**src/rtl/pattern_pkg.sv**
```systemverilog
// Shared encodings for the stream pattern generator/checker.
package pattern_pkg;

    typedef enum logic {
        MODE_COUNT = 1'b0,
        MODE_LFSR  = 1'b1
    } mode_e;

    typedef enum logic {
        ST_HUNT   = 1'b0,
        ST_LOCKED = 1'b1
    } chk_state_e;

    localparam logic [15:0] DEFAULT_TAPS = 16'hB400;

endpackage

```
**src/rtl/pattern_step.sv**
```systemverilog
// Combinational next-word function: replicated lane counter or Galois LFSR.
module pattern_step
    import pattern_pkg::*;
#(
    parameter int                    DATA_WIDTH = 16,
    parameter int                    LANE_WIDTH = 8,
    parameter logic [DATA_WIDTH-1:0] LFSR_TAPS  = DATA_WIDTH'(DEFAULT_TAPS)
) (
    input  mode_e                 mode,
    input  logic [DATA_WIDTH-1:0] cur,
    output logic [DATA_WIDTH-1:0] nxt
);

    localparam int LANES = DATA_WIDTH / LANE_WIDTH;

    // Counter mode derives every lane from lane 0, so a received word seeds cleanly.
    logic [LANE_WIDTH-1:0] lane_nxt;
    assign lane_nxt = cur[LANE_WIDTH-1:0] + LANE_WIDTH'(1);

    always_comb begin
        nxt = {LANES{lane_nxt}};
        if (mode == MODE_LFSR)
            nxt = {1'b0, cur[DATA_WIDTH-1:1]} ^ (cur[0] ? LFSR_TAPS : '0);
    end

endmodule

```
**src/rtl/stream_pattern_tester.sv**
```systemverilog
// Pattern generator feeding the bridge TX FIFO and lock/compare checker draining RX.
module stream_pattern_tester
    import pattern_pkg::*;
#(
    parameter int                    DATA_WIDTH    = 16,
    parameter int                    LANE_WIDTH    = 8,
    parameter logic [DATA_WIDTH-1:0] LFSR_TAPS     = DATA_WIDTH'(DEFAULT_TAPS),
    parameter logic [DATA_WIDTH-1:0] LFSR_SEED     = DATA_WIDTH'(1),
    parameter int                    COUNT_WIDTH   = 24,
    parameter int                    RESYNC_THRESH = 4
) (
    input  logic                   clk,
    input  logic                   rst_n,
    input  logic                   run,
    input  logic                   clear,
    input  logic                   mode,
    output logic                   tx_en,
    output logic [DATA_WIDTH-1:0]  tx_data,
    input  logic                   tx_full,
    output logic                   rx_en,
    input  logic [DATA_WIDTH-1:0]  rx_data,
    input  logic                   rx_empty,
    output logic                   locked,
    output logic [COUNT_WIDTH-1:0] word_count,
    output logic [COUNT_WIDTH-1:0] err_count,
    output logic [7:0]             resync_count,
    output logic                   first_err_valid,
    output logic [DATA_WIDTH-1:0]  first_err_exp,
    output logic [DATA_WIDTH-1:0]  first_err_got,
    output logic [7:0]             status
);

    localparam int LANES = DATA_WIDTH / LANE_WIDTH;
    localparam int CW    = $clog2(RESYNC_THRESH + 1);
    localparam int NW    = $clog2(LANES + 1);

    logic                  run_q;
    mode_e                 mode_q, mode_nxt;
    logic                  mode_chg;
    logic [DATA_WIDTH-1:0] seed, gen_q, gen_nxt;
    logic [DATA_WIDTH-1:0] expect_q, expect_nxt, chk_in;
    chk_state_e            state_q, state_d;
    logic [CW-1:0]         consec_q;
    logic [NW-1:0]         nerr;
    logic                  word_err, resync;
    logic [COUNT_WIDTH:0]  err_sum;

    // mode only follows the pin while stopped; a change reseeds both halves.
    assign mode_nxt = run_q ? mode_q : mode_e'(mode);
    assign mode_chg = ~run_q & (mode_nxt != mode_q);
    assign seed     = (mode_nxt == MODE_LFSR) ? LFSR_SEED : '0;

    assign tx_en   = run_q & ~tx_full;
    assign rx_en   = run_q & ~rx_empty;
    assign tx_data = gen_q;
    assign locked  = (state_q == ST_LOCKED);
    assign status  = word_count[8:1];

    pattern_step #(.DATA_WIDTH(DATA_WIDTH), .LANE_WIDTH(LANE_WIDTH), .LFSR_TAPS(LFSR_TAPS))
        u_gen_step (.mode(mode_q), .cur(gen_q), .nxt(gen_nxt));

    // HUNT seeds from the received word; LOCKED free-runs on its own expectation.
    assign chk_in = (state_q == ST_HUNT) ? rx_data : expect_q;

    pattern_step #(.DATA_WIDTH(DATA_WIDTH), .LANE_WIDTH(LANE_WIDTH), .LFSR_TAPS(LFSR_TAPS))
        u_chk_step (.mode(mode_q), .cur(chk_in), .nxt(expect_nxt));

    always_comb begin
        nerr = '0;
        for (int l = 0; l < LANES; l++)
            if (rx_data[l*LANE_WIDTH +: LANE_WIDTH] != expect_q[l*LANE_WIDTH +: LANE_WIDTH])
                nerr = nerr + NW'(1);
    end

    assign word_err = (nerr != '0);
    assign resync   = rx_en & ~clear & locked & word_err & (consec_q == CW'(RESYNC_THRESH - 1));
    assign err_sum  = {1'b0, err_count} + (COUNT_WIDTH + 1)'(nerr);

    always_comb begin
        state_d = state_q;
        if (clear || mode_chg)
            state_d = ST_HUNT;
        else if (rx_en) begin
            case (state_q)
                ST_HUNT:   state_d = ST_LOCKED;
                ST_LOCKED: if (resync) state_d = ST_HUNT;
                default:   state_d = ST_HUNT;
            endcase
        end
    end

    always_ff @(posedge clk or negedge rst_n) begin
        if (!rst_n) state_q <= ST_HUNT;
        else        state_q <= state_d;
    end

    always_ff @(posedge clk or negedge rst_n) begin
        if (!rst_n) begin
            run_q           <= 1'b0;
            mode_q          <= MODE_COUNT;
            gen_q           <= '0;
            expect_q        <= '0;
            consec_q        <= '0;
            word_count      <= '0;
            err_count       <= '0;
            resync_count    <= '0;
            first_err_valid <= 1'b0;
            first_err_exp   <= '0;
            first_err_got   <= '0;
        end else begin
            run_q <= run;
            if (!run_q) mode_q <= mode_e'(mode);

            if (clear || mode_chg) gen_q <= seed;
            else if (tx_en)        gen_q <= gen_nxt;

            if (clear) begin
                expect_q        <= '0;
                consec_q        <= '0;
                word_count      <= '0;
                err_count       <= '0;
                resync_count    <= '0;
                first_err_valid <= 1'b0;
                first_err_exp   <= '0;
                first_err_got   <= '0;
            end else if (mode_chg) begin
                consec_q <= '0;
            end else if (rx_en) begin
                expect_q <= expect_nxt;
                if (locked) begin
                    if (word_count != '1) word_count <= word_count + COUNT_WIDTH'(1);
                    err_count <= err_sum[COUNT_WIDTH] ? '1 : err_sum[COUNT_WIDTH-1:0];
                    if (word_err) begin
                        consec_q <= resync ? '0 : consec_q + CW'(1);
                        if (!first_err_valid) begin
                            first_err_valid <= 1'b1;
                            first_err_exp   <= expect_q;
                            first_err_got   <= rx_data;
                        end
                    end else begin
                        consec_q <= '0;
                    end
                    if (resync && resync_count != '1) resync_count <= resync_count + 8'd1;
                end
            end
        end
    end

endmodule

```
**config.mk**
```make
export PLATFORM = sky130hd
export DESIGN_NAME = stream_pattern_tester
export DESIGN_NICKNAME = d
export VERILOG_FILES = /design/src/rtl/pattern_pkg.sv /design/src/rtl/pattern_step.sv /design/src/rtl/stream_pattern_tester.sv
export SDC_FILE = /design/constraint.sdc
export NUM_CORES = 1
export LEC_CHECK = 0
export ABC_AREA = 1
export CAP_MARGIN = 0
export CELL_PAD_IN_SITES_DETAIL_PLACEMENT = 2
export CELL_PAD_IN_SITES_GLOBAL_PLACEMENT = 2
export CORE_MARGIN = 2
export CORE_UTILIZATION = 32
export DETAILED_ROUTE_END_ITERATION = 7
export PLACE_DENSITY = 0.84
export SLEW_MARGIN = 20
export SYNTH_ARGS = -nofsm -noshare
export SYNTH_HDL_FRONTEND = slang
export SYNTH_SLANG_ARGS = --single-unit
```
**constraint.sdc**
```tcl
create_clock -name clk -period 4.1 [get_ports clk]
set_input_delay 0.615 -clock clk [delete_from_list [all_inputs] [get_ports clk]]
set_output_delay 0.615 -clock clk [all_outputs]
set_load 0.02 [all_outputs]
```
==> reports/results.txt <==
Result of the run -> finished, final reports clean
AO/OA Area Share -> 11.86%
Layout buffering overhead excluding clock cells -> 15.00%
Flop Count -> 127
Internal power of the cells -> 0.002226 W
Multiplexer area fraction after synthesis -> 0%
Clock buffers -> 17
Antenna Nets Post-Route -> 0
Later-pin clock latency in the skew report -> 0.43 ns
Biggest area consumer among synthesized cells -> dfrtp_1
Number of global-route vias before repair -> 8662
Met3 usage in global routing -> 2.831%
Ys flops -> 127
Pre-CTS setup slack -> 0.3449 ns
Full die area -> 25490 µm²
Leading cell type by number of instances after synthesis -> nand2_1
Slack of the worst reg-to-reg path -> 0.92 ns
Clk root buf -> clkbuf_16
Clock distribution area overhead in the final layout -> 5.665%
Power per cell area -> 314.3 nW/µm²
Met2 Routed Length -> 14080 µm
Register cell area after layout -> 3178 µm²
Req. time, crit path -> 4.47 ns
Setup clock skew after layout -> 0.008811 ns
Detailed-route wire length on metal 1 -> 12850 µm
Maximum Capacitance Violations -> 0
Count of non-CTS inverters in the layout -> 139
Number of buffers and inverters on the critical path -> 6
Met1 demand-to-capacity share in global routing -> 30.26%
Global-route wire length before repair -> 47090 µm
Power spent charging and discharging nets -> 0.0008918 W
Detailed placer's ending HPWL -> 20470 µm
Wire length on met3 -> 658 µm
Pin count of the biggest net entering global routing -> 71
Data arrival time of the critical path -> 3.74 ns
First element of the critical path -> rx_data[1]
Source of the worst register-to-register timing path -> expect_q[15]
Multi-input gates -> 779
Init Core Util -> 32.83%
Worst hold slack after final layout -> 0.2054 ns
Flip-flop cell with the highest count after synthesis -> dfrtp_1
Setup TNS Final -> 0 ns
Logic gate fraction of the total cell area -> 38.00%
Startpoint kind of the worst setup timing path -> input port
Stage-log warning count -> 27
-- placed cells by master (no fill, tap or decap), types with 9 or more instances in the layout --
| cell type | synthesis | routed |
|---|---|---|
| a21oi_1 | 17 | 17 |
| buf_4 | 11 | 14 |
| clkbuf_16 | 0 | 17 |
| clkdlybuf4s50_1 | 0 | 137 |
| dfrtp_1 | 127 | 127 |
| ha_1 | 9 | 9 |
| inv_1 | 134 | 134 |
| nand2_1 | 347 | 347 |
| nand2_2 | 15 | 15 |
| nand3_1 | 91 | 91 |
| nor2_1 | 96 | 96 |
| o21ai_0 | 68 | 68 |
| o21ai_1 | 11 | 11 |
| o21ai_2 | 17 | 17 |
| o22ai_1 | 26 | 26 |
| xnor2_1 | 13 | 13 |
| xor2_1 | 10 | 10 |
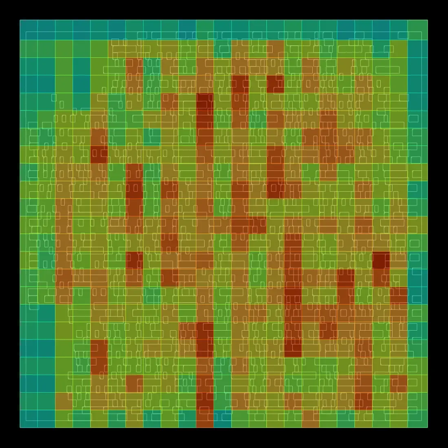
(images/congestion.png)
global-route usage over all layers: 22.91%
most heavily used metal layer in global routing: met2

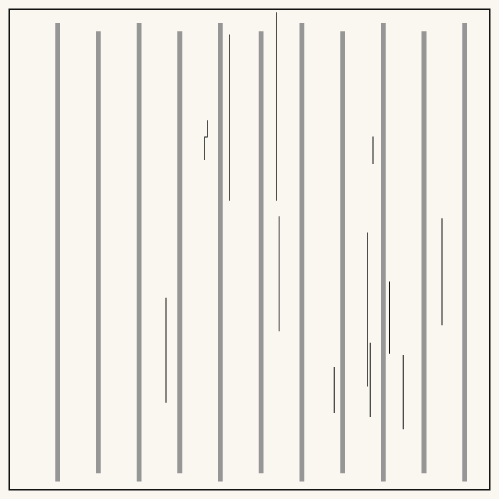
(images/layer_met4.png)
Drawn at 3 px/µm. Supply wires on this layer in gray.
main direction	vertical
wire length on this layer	387 µm
longest straight run	62.6 µm

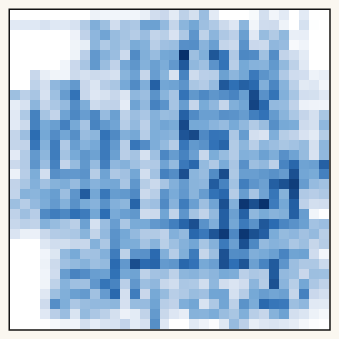
(images/metal_density.png)
Drawn at 2 px/µm. The die is cut into 32 by 32 equal tiles; white is low, dark blue is high, scaled to the fullest tile. Values are wire area over tile area, all layers added.
tiles over half the peak	33%
nearly empty tiles	8.4%
mean over tiles	0.17
fullest tile	0.42
emptiest ninth of the die	top left

No activity file was given, so power comes from the tool's default toggle rates.
